Run 1, wires at chosen ports, followed through buffers:
(1.5 px per um)
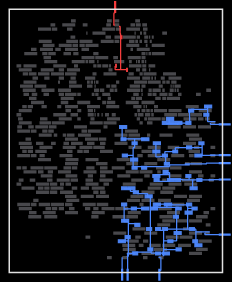
Run 1, metal 1:
(3 px per um) Supply wires on this layer in grey.
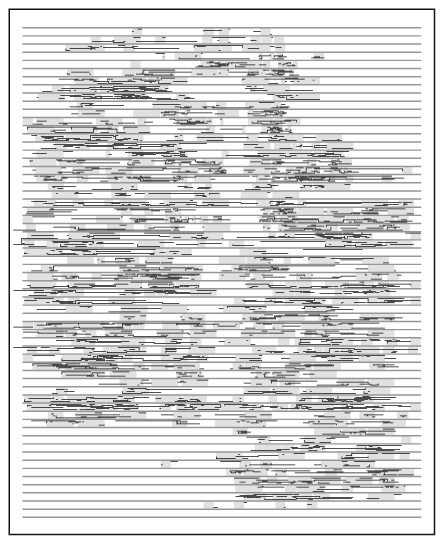
Run 1, local utilization:
(2 px per um) The die is cut into 14 by 17 equal tiles; dark blue is low, red is high, 0 to 100% covered.
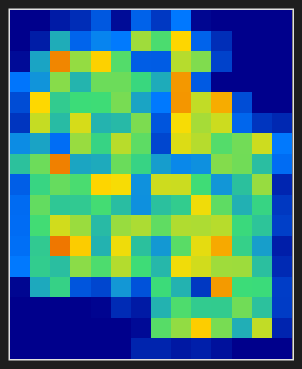
Run 1, placement by cell class:
(2 px per um)
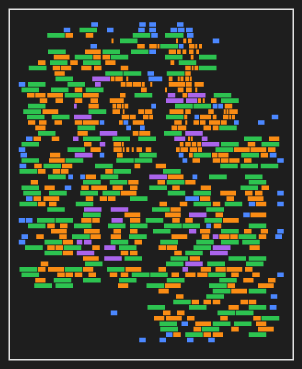
**src/rtl/spi_txn_ctrl.sv**
```systemverilog
// SPI master transaction sequencer: TX/RX byte FIFOs, chip-select framing and spi_master handshake.
// Optional `define SPI_TXN_OVF_EN adds the sticky rx_ovf flag and its ovf_clr input.

module spi_txn_fifo #(
    parameter int DEPTH = 8
) (
    input  logic       clk,
    input  logic       reset,
    input  logic       push,
    input  logic [7:0] wdata,
    input  logic       pop,
    output logic [7:0] rdata,
    output logic       full,
    output logic       empty
);
    localparam int AW = $clog2(DEPTH);

    logic [7:0]  mem_r [DEPTH];
    logic [AW:0] wptr_r;
    logic [AW:0] rptr_r;
    logic        push_ok_s;
    logic        pop_ok_s;

    // Pointers carry one wrap bit so full and empty are told apart without a counter
    assign full      = (wptr_r[AW] != rptr_r[AW]) && (wptr_r[AW-1:0] == rptr_r[AW-1:0]);
    assign empty     = (wptr_r == rptr_r);
    assign push_ok_s = push && !full;
    assign pop_ok_s  = pop && !empty;
    assign rdata     = mem_r[rptr_r[AW-1:0]];

    // Storage and pointer update
    always_ff @(posedge clk or posedge reset) begin
        if (reset) begin
            wptr_r <= '0;
            rptr_r <= '0;
            for (int i = 0; i < DEPTH; i++) begin
                mem_r[i] <= 8'h00;
            end
        end else begin
            if (push_ok_s) begin
                mem_r[wptr_r[AW-1:0]] <= wdata;
                wptr_r                <= wptr_r + 1'b1;
            end
            if (pop_ok_s) begin
                rptr_r <= rptr_r + 1'b1;
            end
        end
    end
endmodule

module spi_txn_ctrl #(
    parameter int FIFO_DEPTH   = 8,
    parameter int CS_SETUP_CYC = 2,
    parameter int CS_HOLD_CYC  = 2
) (
    input  logic       clk,
    input  logic       reset,
    input  logic       cpol_cfg,
    input  logic       cpha_cfg,
    input  logic       wr_en,
    input  logic [7:0] wr_data,
    output logic       tx_full,
    input  logic       go,
    output logic       busy,
    output logic       xfer_done,
    input  logic       rd_en,
    output logic [7:0] rd_data,
    output logic       rx_empty,
    output logic       cpol,
    output logic       cpha,
    output logic       m_start,
    output logic [7:0] m_tx_data,
    input  logic       m_tx_ready,
    input  logic       m_done,
    input  logic [7:0] m_rx_data,
    output logic       cs
`ifdef SPI_TXN_OVF_EN
    ,
    output logic       rx_ovf,
    input  logic       ovf_clr
`endif
);
    localparam int CNT_MAX = (CS_SETUP_CYC > CS_HOLD_CYC) ? CS_SETUP_CYC : CS_HOLD_CYC;
    localparam int CW      = (CNT_MAX < 2) ? 1 : $clog2(CNT_MAX);
    localparam logic [CW-1:0] SETUP_LAST = CW'(CS_SETUP_CYC - 1);
    localparam logic [CW-1:0] HOLD_LAST  = CW'(CS_HOLD_CYC - 1);

    localparam logic [2:0] ST_IDLE  = 3'd0;
    localparam logic [2:0] ST_SETUP = 3'd1;
    localparam logic [2:0] ST_LOAD  = 3'd2;
    localparam logic [2:0] ST_WAIT  = 3'd3;
    localparam logic [2:0] ST_HOLD  = 3'd4;

    logic [2:0]    state_r;
    logic [2:0]    state_nxt_s;
    logic [CW-1:0] cnt_r;
    logic [CW-1:0] cnt_nxt_s;
    logic          cs_r;
    logic          cs_nxt_s;
    logic          busy_r;
    logic          xfer_done_r;
    logic          m_start_r;
    logic [7:0]    m_tx_data_r;
    logic          cpol_r;
    logic          cpha_r;

    logic          latch_s;
    logic          start_s;
    logic          done_s;
    logic          tx_pop_s;
    logic          rx_cap_s;
    logic          rx_push_s;
    logic          tx_empty_s;
    logic          rx_full_s;
    logic [7:0]    tx_head_s;

    spi_txn_fifo #(.DEPTH(FIFO_DEPTH)) u_tx_fifo (
        .clk   (clk),
        .reset (reset),
        .push  (wr_en),
        .wdata (wr_data),
        .pop   (tx_pop_s),
        .rdata (tx_head_s),
        .full  (tx_full),
        .empty (tx_empty_s)
    );

    spi_txn_fifo #(.DEPTH(FIFO_DEPTH)) u_rx_fifo (
        .clk   (clk),
        .reset (reset),
        .push  (rx_push_s),
        .wdata (m_rx_data),
        .pop   (rd_en),
        .rdata (rd_data),
        .full  (rx_full_s),
        .empty (rx_empty)
    );

    // A byte arriving on a full RX FIFO is dropped without stalling the transfer
    assign rx_push_s = rx_cap_s && !rx_full_s;

    // Transaction sequencing
    always_comb begin
        state_nxt_s = state_r;
        cnt_nxt_s   = cnt_r;
        cs_nxt_s    = cs_r;
        latch_s     = 1'b0;
        start_s     = 1'b0;
        done_s      = 1'b0;
        tx_pop_s    = 1'b0;
        rx_cap_s    = 1'b0;
        case (state_r)
            ST_IDLE: begin
                if (go && !tx_empty_s) begin
                    latch_s     = 1'b1;
                    cs_nxt_s    = 1'b0;
                    cnt_nxt_s   = '0;
                    state_nxt_s = ST_SETUP;
                end else begin
                    state_nxt_s = ST_IDLE;
                end
            end
            ST_SETUP: begin
                if (cnt_r == SETUP_LAST) begin
                    state_nxt_s = ST_LOAD;
                end else begin
                    cnt_nxt_s = cnt_r + 1'b1;
                end
            end
            ST_LOAD: begin
                if (m_tx_ready) begin
                    if (!tx_empty_s) begin
                        start_s     = 1'b1;
                        tx_pop_s    = 1'b1;
                        state_nxt_s = ST_WAIT;
                    end else begin
                        cnt_nxt_s   = '0;
                        state_nxt_s = ST_HOLD;
                    end
                end else begin
                    state_nxt_s = ST_LOAD;
                end
            end
            ST_WAIT: begin
                if (m_done) begin
                    rx_cap_s = 1'b1;
                    // A push landing this cycle still keeps the burst going
                    if (!tx_empty_s || wr_en) begin
                        state_nxt_s = ST_LOAD;
                    end else begin
                        cnt_nxt_s   = '0;
                        state_nxt_s = ST_HOLD;
                    end
                end else begin
                    state_nxt_s = ST_WAIT;
                end
            end
            ST_HOLD: begin
                if (cnt_r == HOLD_LAST) begin
                    cs_nxt_s    = 1'b1;
                    done_s      = 1'b1;
                    state_nxt_s = ST_IDLE;
                end else begin
                    cnt_nxt_s = cnt_r + 1'b1;
                end
            end
            default: begin
                cs_nxt_s    = 1'b1;
                cnt_nxt_s   = '0;
                state_nxt_s = ST_IDLE;
            end
        endcase
    end

    // Registered state and all handshake outputs
    always_ff @(posedge clk or posedge reset) begin
        if (reset) begin
            state_r     <= ST_IDLE;
            cnt_r       <= '0;
            cs_r        <= 1'b1;
            busy_r      <= 1'b0;
            xfer_done_r <= 1'b0;
            m_start_r   <= 1'b0;
            m_tx_data_r <= 8'h00;
            cpol_r      <= 1'b0;
            cpha_r      <= 1'b0;
        end else begin
            state_r     <= state_nxt_s;
            cnt_r       <= cnt_nxt_s;
            cs_r        <= cs_nxt_s;
            busy_r      <= (state_nxt_s != ST_IDLE);
            xfer_done_r <= done_s;
            m_start_r   <= start_s;
            if (start_s) begin
                m_tx_data_r <= tx_head_s;
            end
            if (latch_s) begin
                cpol_r <= cpol_cfg;
                cpha_r <= cpha_cfg;
            end
        end
    end

    assign cs        = cs_r;
    assign busy      = busy_r;
    assign xfer_done = xfer_done_r;
    assign m_start   = m_start_r;
    assign m_tx_data = m_tx_data_r;
    assign cpol      = cpol_r;
    assign cpha      = cpha_r;

`ifdef SPI_TXN_OVF_EN
    logic rx_ovf_r;
    logic rx_drop_s;

    assign rx_drop_s = rx_cap_s && rx_full_s;

    // Sticky overflow flag; a drop wins over a same-cycle clear
    always_ff @(posedge clk or posedge reset) begin
        if (reset) begin
            rx_ovf_r <= 1'b0;
        end else if (rx_drop_s) begin
            rx_ovf_r <= 1'b1;
        end else if (ovf_clr) begin
            rx_ovf_r <= 1'b0;
        end
    end

    assign rx_ovf = rx_ovf_r;
`endif
endmodule

```
**config.mk**
```make
export PLATFORM = sky130hd
export DESIGN_NAME = spi_txn_ctrl
export DESIGN_NICKNAME = d
export VERILOG_FILES = /design/src/rtl/spi_txn_ctrl.sv
export SDC_FILE = /design/constraint.sdc
export NUM_CORES = 1
export LEC_CHECK = 0
export CORE_ASPECT_RATIO = 1.25
export CORE_MARGIN = 4
export CORE_UTILIZATION = 35
export CTS_BUF_LIST = sky130_fd_sc_hd__clkbuf_16
export DETAILED_ROUTE_END_ITERATION = 10
export PLACE_DENSITY = 0.5
export SKIP_LAST_GASP = 1
export SLEW_MARGIN = 20
export SYNTH_ARGS = -nofsm -noshare
export SYNTH_HDL_FRONTEND = slang
export SYNTH_HIERARCHICAL = 1
export SYNTH_SLANG_ARGS = --single-unit
export TNS_END_PERCENT = 20
```
**constraint.sdc**
```tcl
create_clock -name clk -period 3.45 [get_ports clk]
set_clock_uncertainty 0.15 [all_clocks]
set_input_delay 0.5175 -clock clk [delete_from_list [all_inputs] [get_ports clk]]
set_output_delay 0.5175 -clock clk [all_outputs]
set_load 0.01 [all_outputs]
```
==> qor.csv, run 1 <==
metric;value;unit
ys_sh_aoi;1.21;%
ctsResizeCount;0;
htreeDepth;4;
warnings;26;
startpoint_type;register;
endpoint_kind;output port;
use_met1;18.2;%
hold_buffers;0;
synth.top_cell.area_share;51.9;%
hold_class;reg -> reg;
critical_path_class;reg -> out;
nWellTaps;279;
status;finished clean;
ff_type;dfrtp_1;
p_int;5.52;mW
ir_drop;396;uV
grt-busiest-layer;met2;
async_flop_share;100;%
globalplace.congestion;0.731;
syn-mean-instance-area;16.0;um2
clock_area_share;6.46;%
vias;4164;
wl_met2;8210;um
swShare;31.7;%
period_needed;3220;ps
grt_max_degree;73;
die-area;24700;um2
clk_latency;430;ps
grtUsageMet2;23.6;%
areaGrowthSynthToFinish;17.8;%
wl_met1;7400;um
rsz0062_at_grt;no;
seq_cell_count;162;
syn-cell-area;7770;um2
fin_ws;226;ps
critical_path_required;2780;ps
yosys-top-cells-count;161 x dfrtp_1, 94 x mux2_2, 48 x mux2_4;
-- 'wires at chosen ports, followed through buffers' (at the start) --
- `reset`: red (bits 1; direction input; end cells 3; buffers 1; wire 51.0 um)
- `m_rx_data`: blue (bits 8; direction input; end cells 64; buffers 8; wire 695 um)
tally of buffers added on design ports: 48
Boundary Pins: 49

-- 'metal 1' (at the start) --
- nets with wire on the layer: 529
- share of all routed wire: 46%
- main direction: horizontal
- longest straight run: 46.9 um

-- 'local utilization' (at the start) --
- nearly empty tiles: 17%
- emptiest ninth of the die: north-east
- tiles over 75% full: 5.9%
- mean over tiles: 36%
- densest ninth of the die: centre
- fullest tile: 87%

-- 'placement by cell class' (at the start) --
- registers: green (cells 162; share of their area 46%)
- remaining logic cells: orange (cells 295; share of their area 40%)
- clock drivers and dummy loads: purple (cells 32; share of their area 6.7%)
- remaining buffers and delay cells: blue (cells 67; share of their area 7.4%)
Core ar.: 21700 um2
Placement Rows: 60
flop share of the area: 44.3%
Design Area, Final: 9150 um2

==> run 1: power by group through the flow <==
| stage | clock network [mW] | logic [mW] | registers (mW) |
|---|---|---|---|
| detailed placement | 0 | 3.11 | 3.21 |
| global placement | 0 | 3.06 | 3.18 |
| CTS | 1.91 | 3.13 | 3.18 |
| finish | 1.85 | 3.06 | 3.18 |
| floorplan | 0 | 2.45 | 3.01 |
| global route | 2.00 | 3.33 | 3.29 |
==> run 1: flip-flops by register name, summed over array words and instances (netlist names), 3 cells and up <==
name	count
u_rx_fifo/mem_r	64
u_tx_fifo/mem_r	64
m_tx_data	8
u_rx_fifo/rptr_r	4
u_rx_fifo/wptr_r	4
u_tx_fifo/rptr_r	4
u_tx_fifo/wptr_r	4
state_r	3
==> run 1: worst paths after layout <==
| check | start | depth (start not counted) | slack (ps) | endpoint |
|---|---|---|---|---|
| min in group asynchronous | reset | 2 | 360 | u_rx_fifo/wptr_r[0]$_DFFE_PP0P_ |
| worst max register to register | u_rx_fifo/wptr_r[0]$_DFFE_PP0P_ | 7 | 420 | u_rx_fifo/mem_r[52]$_DFFE_PP0P_ |
| worst min-delay path | u_tx_fifo/rptr_r[3]$_DFFE_PP0P_ | 1 | 330 | u_tx_fifo/rptr_r[3]$_DFFE_PP0P_ |
| max in group asynchronous | reset | 2 | 2100 | m_tx_data[7]$_DFFE_PP0P_ |
| worst min register to register | u_tx_fifo/rptr_r[3]$_DFFE_PP0P_ | 1 | 330 | u_tx_fifo/rptr_r[3]$_DFFE_PP0P_ |
| worst max-delay path | u_rx_fifo/rptr_r[0]$_DFFE_PP0P_ | 4 | 230 | rd_data[4] |
==> run 1: worst max-delay path, cell delays in order (launching register included) <==
cell	delay (ps)
dfrtp_1	400
buf_4	380
mux4_2	560
mux2_2	290
clkdlybuf4s50_1	490
Run 1, placement view:
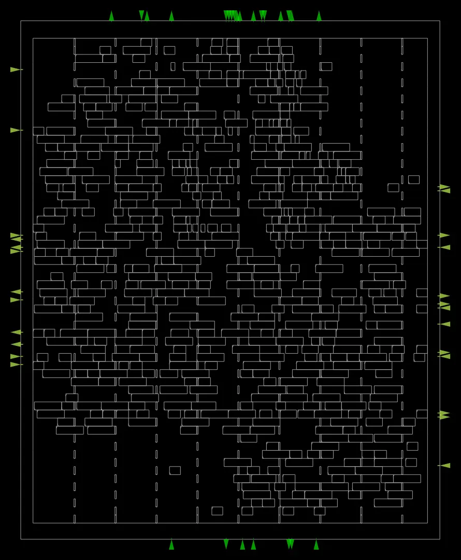

==> run 1 -> run 2 <==
clock period = 3.1 ns   (was 3.45 ns; I/O delays follow)
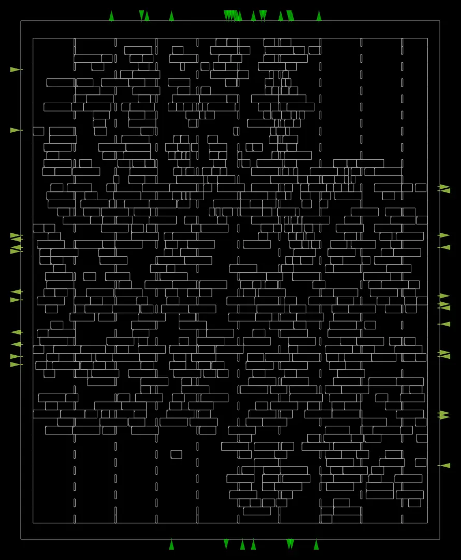
Run 2: placement view
fillcell total: 1953
non-filler instance count after layout: 845

==> qor.csv, run 2 <==
metric;value;unit;change
status;finished clean;;
ys_sh_xor;2.79;%;
syn-cell-area;7770;um2;unchanged
critical_path_class;reg -> out;;
gr-usage-met3;2.64;%;
finalHoldViolCount;0;;
cts_sinks;162;;
ys_cells;485;;
nNetsFinal;582;;
top_power_group;sequential cells;;
use_met1;18.2;%;-0.055 points
hpwlAfterDp;11000;um;
p_seq_share;38.6;%;
combPwrFrac;37.9;%;
synth.top_cell.area_share;51.9;%;unchanged
grt_pass1_wl;26800;um;
io_buffers;48;;unchanged
rows;60;;unchanged
startpoint_type;register;;
design.core.area;21700;um2;unchanged
vias;4213;;+1.2%
grtUsageMet2;23.9;%;+0.30 points
async_flop_share;100;%;unchanged
yosys-top-cells-count;161 x dfrtp_1, 94 x mux2_2, 48 x mux2_4;;
wl_per_cell;19.6;um;
fa_ha_area_share;0.644;%;
ys_sh_mux;34.5;%;
ys_sh_aoi;1.21;%;unchanged
globalplace.congestion;0.722;;-1.2%
endpoint_kind;output port;;
areaGrowthSynthToFinish;18.7;%;
setup_tns;0;ps;
ctsResizeCount;0;;unchanged
synth_flops;162;;
fin_ws;134;ps;-91.7 ps
htreeDepth;4;;unchanged
cap_violations;0;;
die-area;24700;um2;unchanged
hold_buffers;0;;unchanged
clockBufferDepth;2;;
critical_path_required;2480;ps;-300 ps
lay_top_count;dfrtp_1;;
pwr-share-clk;23.5;%;
seq_power;3.53;mW;+11%
swShare;30.9;%;-0.75 points
worstRegToRegCells;10;;+3
holdWs;337;ps;
grt-busiest-layer;met2;;
ys_types;41;;
warnings;26;;unchanged
rsz0062_at_grt;no;;
post-place-ws;393;ps;
io_pins;49;;unchanged
yosys-stat-area;7770;um2;
period_needed;2970;ps;
hold_class;in -> async;;
cts-root-buf;clkbuf_16;;
placed_area;8620;um2;
cp.arrival;2350;ps;
ir_drop;407;uV;+2.7%
max_freq;337;MHz;
power.density;992;nW/um2;
grt_max_degree;51;;-30%
clk_latency;420;ps;about the same
clk-power;2.15;mW;+16%
fin_area;9220;um2;+0.75%
syn-mean-instance-area;16.0;um2;unchanged
drv_slew;0;;
drt-initial-drc-count;105;;
p_int;6.31;mW;+14%
p_comb;3.46;mW;+13%
ff_type;dfrtp_1;;
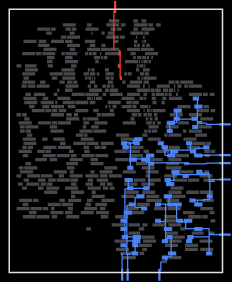
Run 2: wires at chosen ports, followed through buffers
(1.5 px per um)
- `reset`: red (bits 1; direction input; end cells 3; buffers 1; wire 48.1 um)
- `m_rx_data`: blue (bits 8; direction input; end cells 64; buffers 8; wire 680 um)

run 2: cell counts after synthesis:
No cell type changed its count.
run 2: cell type report:
type	instances	area (um2)	share of cell area [%]
Clock buffer	17	425	4.62
Timing Repair Buffer	77	711	7.71
Sequential cell	162	4060	44.0
Tap cell	279	349	3.79
Clock inverter	15	171	1.86
Multi-Input combinational cell	286	3470	37.7
Inverter	9	33.8	0.367
run 2: layer usage:
metal	wire length [um]	share of wire [%]
met2	8630	52
met1	7340	44
met3	344	2.1
met4	210	1.3
met5	0	0
run 2: critical path: stages, from the launching register on:
cell	delay [ps]
dfrtp_1	350
buf_4	270
mux4_2	530
mux2_2	290
clkdlybuf4s50_1	480
run 2: path summary, 6_finish.rpt:
kind | from | slack [ps] | to
setup / recovery | u_rx_fifo/rptr_r[0]$_DFFE_PP0P_ | 130 | rd_data[7]
hold / removal | reset | 340 | u_rx_fifo/rptr_r[0]$_DFFE_PP0P_
setup reg to reg | u_rx_fifo/rptr_r[0]$_DFFE_PP0P_ | 430 | u_rx_fifo/mem_r[51]$_DFFE_PP0P_
hold reg to reg | u_rx_fifo/rptr_r[3]$_DFFE_PP0P_ | 340 | u_rx_fifo/rptr_r[3]$_DFFE_PP0P_
max in group asynchronous | reset | 1700 | u_tx_fifo/mem_r[54]$_DFFE_PP0P_
min in group clk | u_rx_fifo/rptr_r[3]$_DFFE_PP0P_ | 340 | u_rx_fifo/rptr_r[3]$_DFFE_PP0P_
run 2: logic make-up after synthesis:
kind of cell / count (synthesis)
muxes: 190
adders and majority gates: 4
buffers and inverters: 37
DFF: 162
and+or+nand+nor: 58
AOI/OAI and AO/OA: 11
xor gates and xnor gates: 23
Run 2, metal 1:
(3 px per um) Supply wires on this layer in grey.
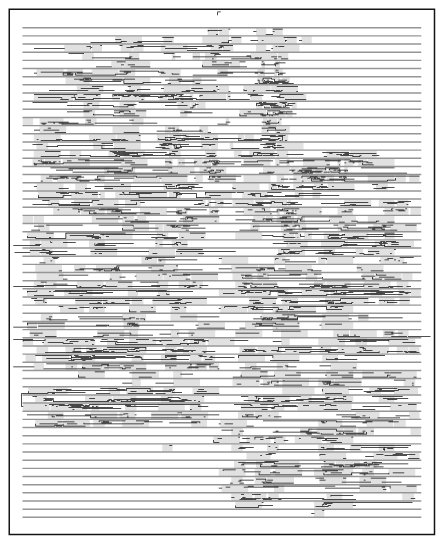

==> run 2 -> run 3 <==
RECOVER_POWER = 50   (was not set)
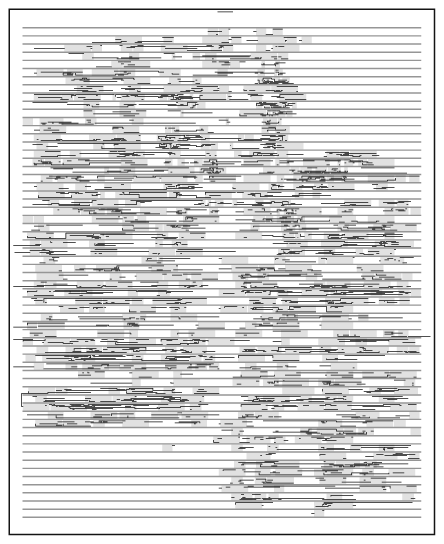
Run 3: metal 1
(3 px per um) Supply wires on this layer in grey.
- main direction: horizontal
- longest straight run: 55.7 um
- share of all routed wire: 44%
- wire length on this layer: 7330 um

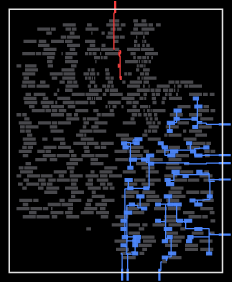
Run 3: wires at chosen ports, followed through buffers
(1.5 px per um)
- `reset`: red (bits 1; direction input; end cells 3; buffers 1; wire 48.9 um)
- `m_rx_data`: blue (bits 8; direction input; end cells 64; buffers 8; wire 681 um)

==> qor.csv, run 3 <==
metric;value;unit;change
design.core.area;21700;um2;unchanged
critical_path_required;2480;ps;about the same
cp.arrival;2350;ps;about the same
largestClassByArea;flip-flops and latches;;
drv_slew;0;;unchanged
lay_top_count;dfrtp_1;;
fill_cells;1966;;+0.67%
clockBufferDepth;2;;unchanged
ys_sh_xor;2.79;%;unchanged
vias;4225;;+0.28%
syn-mean-instance-area;16.0;um2;unchanged
swShare;30.9;%;about the same
comb_share;37.7;%;about the same
cts-root-buf;clkbuf_16;;
ir_drop;407;uV;about the same
power.density;992;nW/um2;about the same
r2r-start;u_rx_fifo/rptr_r[0]$_DFFE_PP0P_;;
hpwlAfterDp;11000;um;unchanged
ys_cells;485;;unchanged
clock_buffers;17;;unchanged
crit_chain;buf_4 > mux4_2 > mux2_2 > clkdlybuf4s50_1;;
cp_slowest_cell;mux4_2;;
grt_pass1_wl;26800;um;unchanged
inv_count;9;;unchanged
combPwrFrac;37.6;%;-0.3 points
hold_class;reg -> reg;;
fin_ws;134;ps;-0.263 ps
combGateArea;3460;um2;-0.43%
wl_met3;355;um;+3.2%
endpoint_kind;output port;;
ctsResizeCount;0;;unchanged
buffer_area_share;7.40;%;-0.31 points
finalHoldViolCount;0;;unchanged
status;finished clean;;
io_pins;49;;unchanged
hold_buffers;0;;unchanged
crit_buf_inv;2;;unchanged
edf_count;0;;
hold_start;u_rx_fifo/rptr_r[3]$_DFFE_PP0P_;;
holdWs;337;ps;-0.00100 ps
register_area;4060;um2;unchanged
worstRegToRegCells;10;;unchanged
min_to;u_rx_fifo/rptr_r[3]$_DFFE_PP0P_;;
placed_area;8620;um2;unchanged
wl_met1;7330;um;-0.15%
buffers_excl_clock;77;;unchanged
period_used_share;95.7;%;
max_freq;337;MHz;about the same
drt-initial-drc-count;97;;-7.6%
grt_max_degree;51;;unchanged
utilization;42.3;%;
rows;60;;unchanged
wl_per_cell;19.5;um;-0.14%
final_cells;845;;unchanged
sh_seq_area;44.2;%;+0.23 points
cap_violations;0;;unchanged
clock_area_share;6.51;%;+0.034 points
startpoint_type;register;;
highest_layer;met4;;
critical_path_class;reg -> out;;
ff_type;dfrtp_1;;
die-area;24700;um2;unchanged
p_int;6.28;mW;-0.47%
yosys-top-cells-count;161 x dfrtp_1, 94 x mux2_2, 48 x mux2_4;;
cpPeakStageDelay;530;ps;about the same
warnings;26;;unchanged
fa_ha_area_share;0.644;%;unchanged
synth.top_cell.area_share;51.9;%;unchanged
globalplace.congestion;0.722;;unchanged
wl_met2;8610;um;-0.25%
r2r_end;u_rx_fifo/mem_r[51]$_DFFE_PP0P_;;
ys_sh_mux;34.5;%;unchanged
period_needed;2970;ps;+0.263 ps
syn-cell-area;7770;um2;unchanged
async_flop_share;100;%;unchanged
p_seq_share;38.7;%;about the same
clk_latency;420;ps;about the same
worst-r2r-setup-slack;450;ps;+20 ps
nMultiInputCombCells;286;;unchanged
path_delay_family;multiplexers;;
ys_types;41;;unchanged
io_buffers;48;;unchanged
htreeDepth;4;;unchanged
pwr-share-clk;23.7;%;+0.2 points
areaGrowthSynthToFinish;18.1;%;
setup_tns;0;ps;unchanged
seq_cell_count;162;;unchanged
post-place-ws;393;ps;unchanged
yosys-stat-area;7770;um2;unchanged
leakage;4.13;nW;
run 3: cell counts after synthesis:
No cell type changed its count.
run 3: power by group through the flow:
stage / combinational, mW / sequential (mW) / clock [mW]
floorplan: 2.73 / 3.35 / 0
global placement: 3.45 / 3.53 / 0
detailed placement: 3.53 / 3.56 / 0
CTS: 3.54 / 3.54 / 2.22
global route: 3.71 / 3.65 / 2.31
finish: 3.42 / 3.52 / 2.15
run 3: worst max path at each step:
stage | start | to | slack [ps] | depth (start not counted)
2_1_floorplan | u_rx_fifo/rptr_r[1]$_DFFE_PP0P_ | u_rx_fifo/mem_r[48]$_DFFE_PP0P_ | 410 | 10
5_1_grt | reset | u_rx_fifo/mem_r[50]$_DFFE_PP0P_ | 30 | 3
4_1_cts | u_rx_fifo/rptr_r[0]$_DFFE_PP0P_ | rd_data[7] | 80 | 4
3_5_place_dp | m_done | u_rx_fifo/mem_r[50]$_DFFE_PP0P_ | 390 | 8
3_3_place_gp | m_done | u_rx_fifo/mem_r[53]$_DFFE_PP0P_ | 410 | 8
6_report | u_rx_fifo/rptr_r[0]$_DFFE_PP0P_ | rd_data[7] | 130 | 4
run 3: worst reg2reg max path, stage by stage, from the launching register on:
cell	delay [ps]
dfrtp_1	380
buf_4	200
xor2_2	220
nand4bb_1	180
inv_1	50
nor3_1	180
buf_4	160
nor3b_1	290
and3_1	200
buf_4	210
mux2_4	320
run 3: layer usage:
| metal | up-vias | global-route usage (%) |
|---|---|---|
| met2 | 45 | 23.9 |
| met3 | 16 | 2.64 |
| met4 | 0 | 4.32 |
| met1 | 2237 | 18.2 |
| li1 | 1927 | - |
| met5 | - | 0 |
Power is estimated from default activity; no workload was simulated.
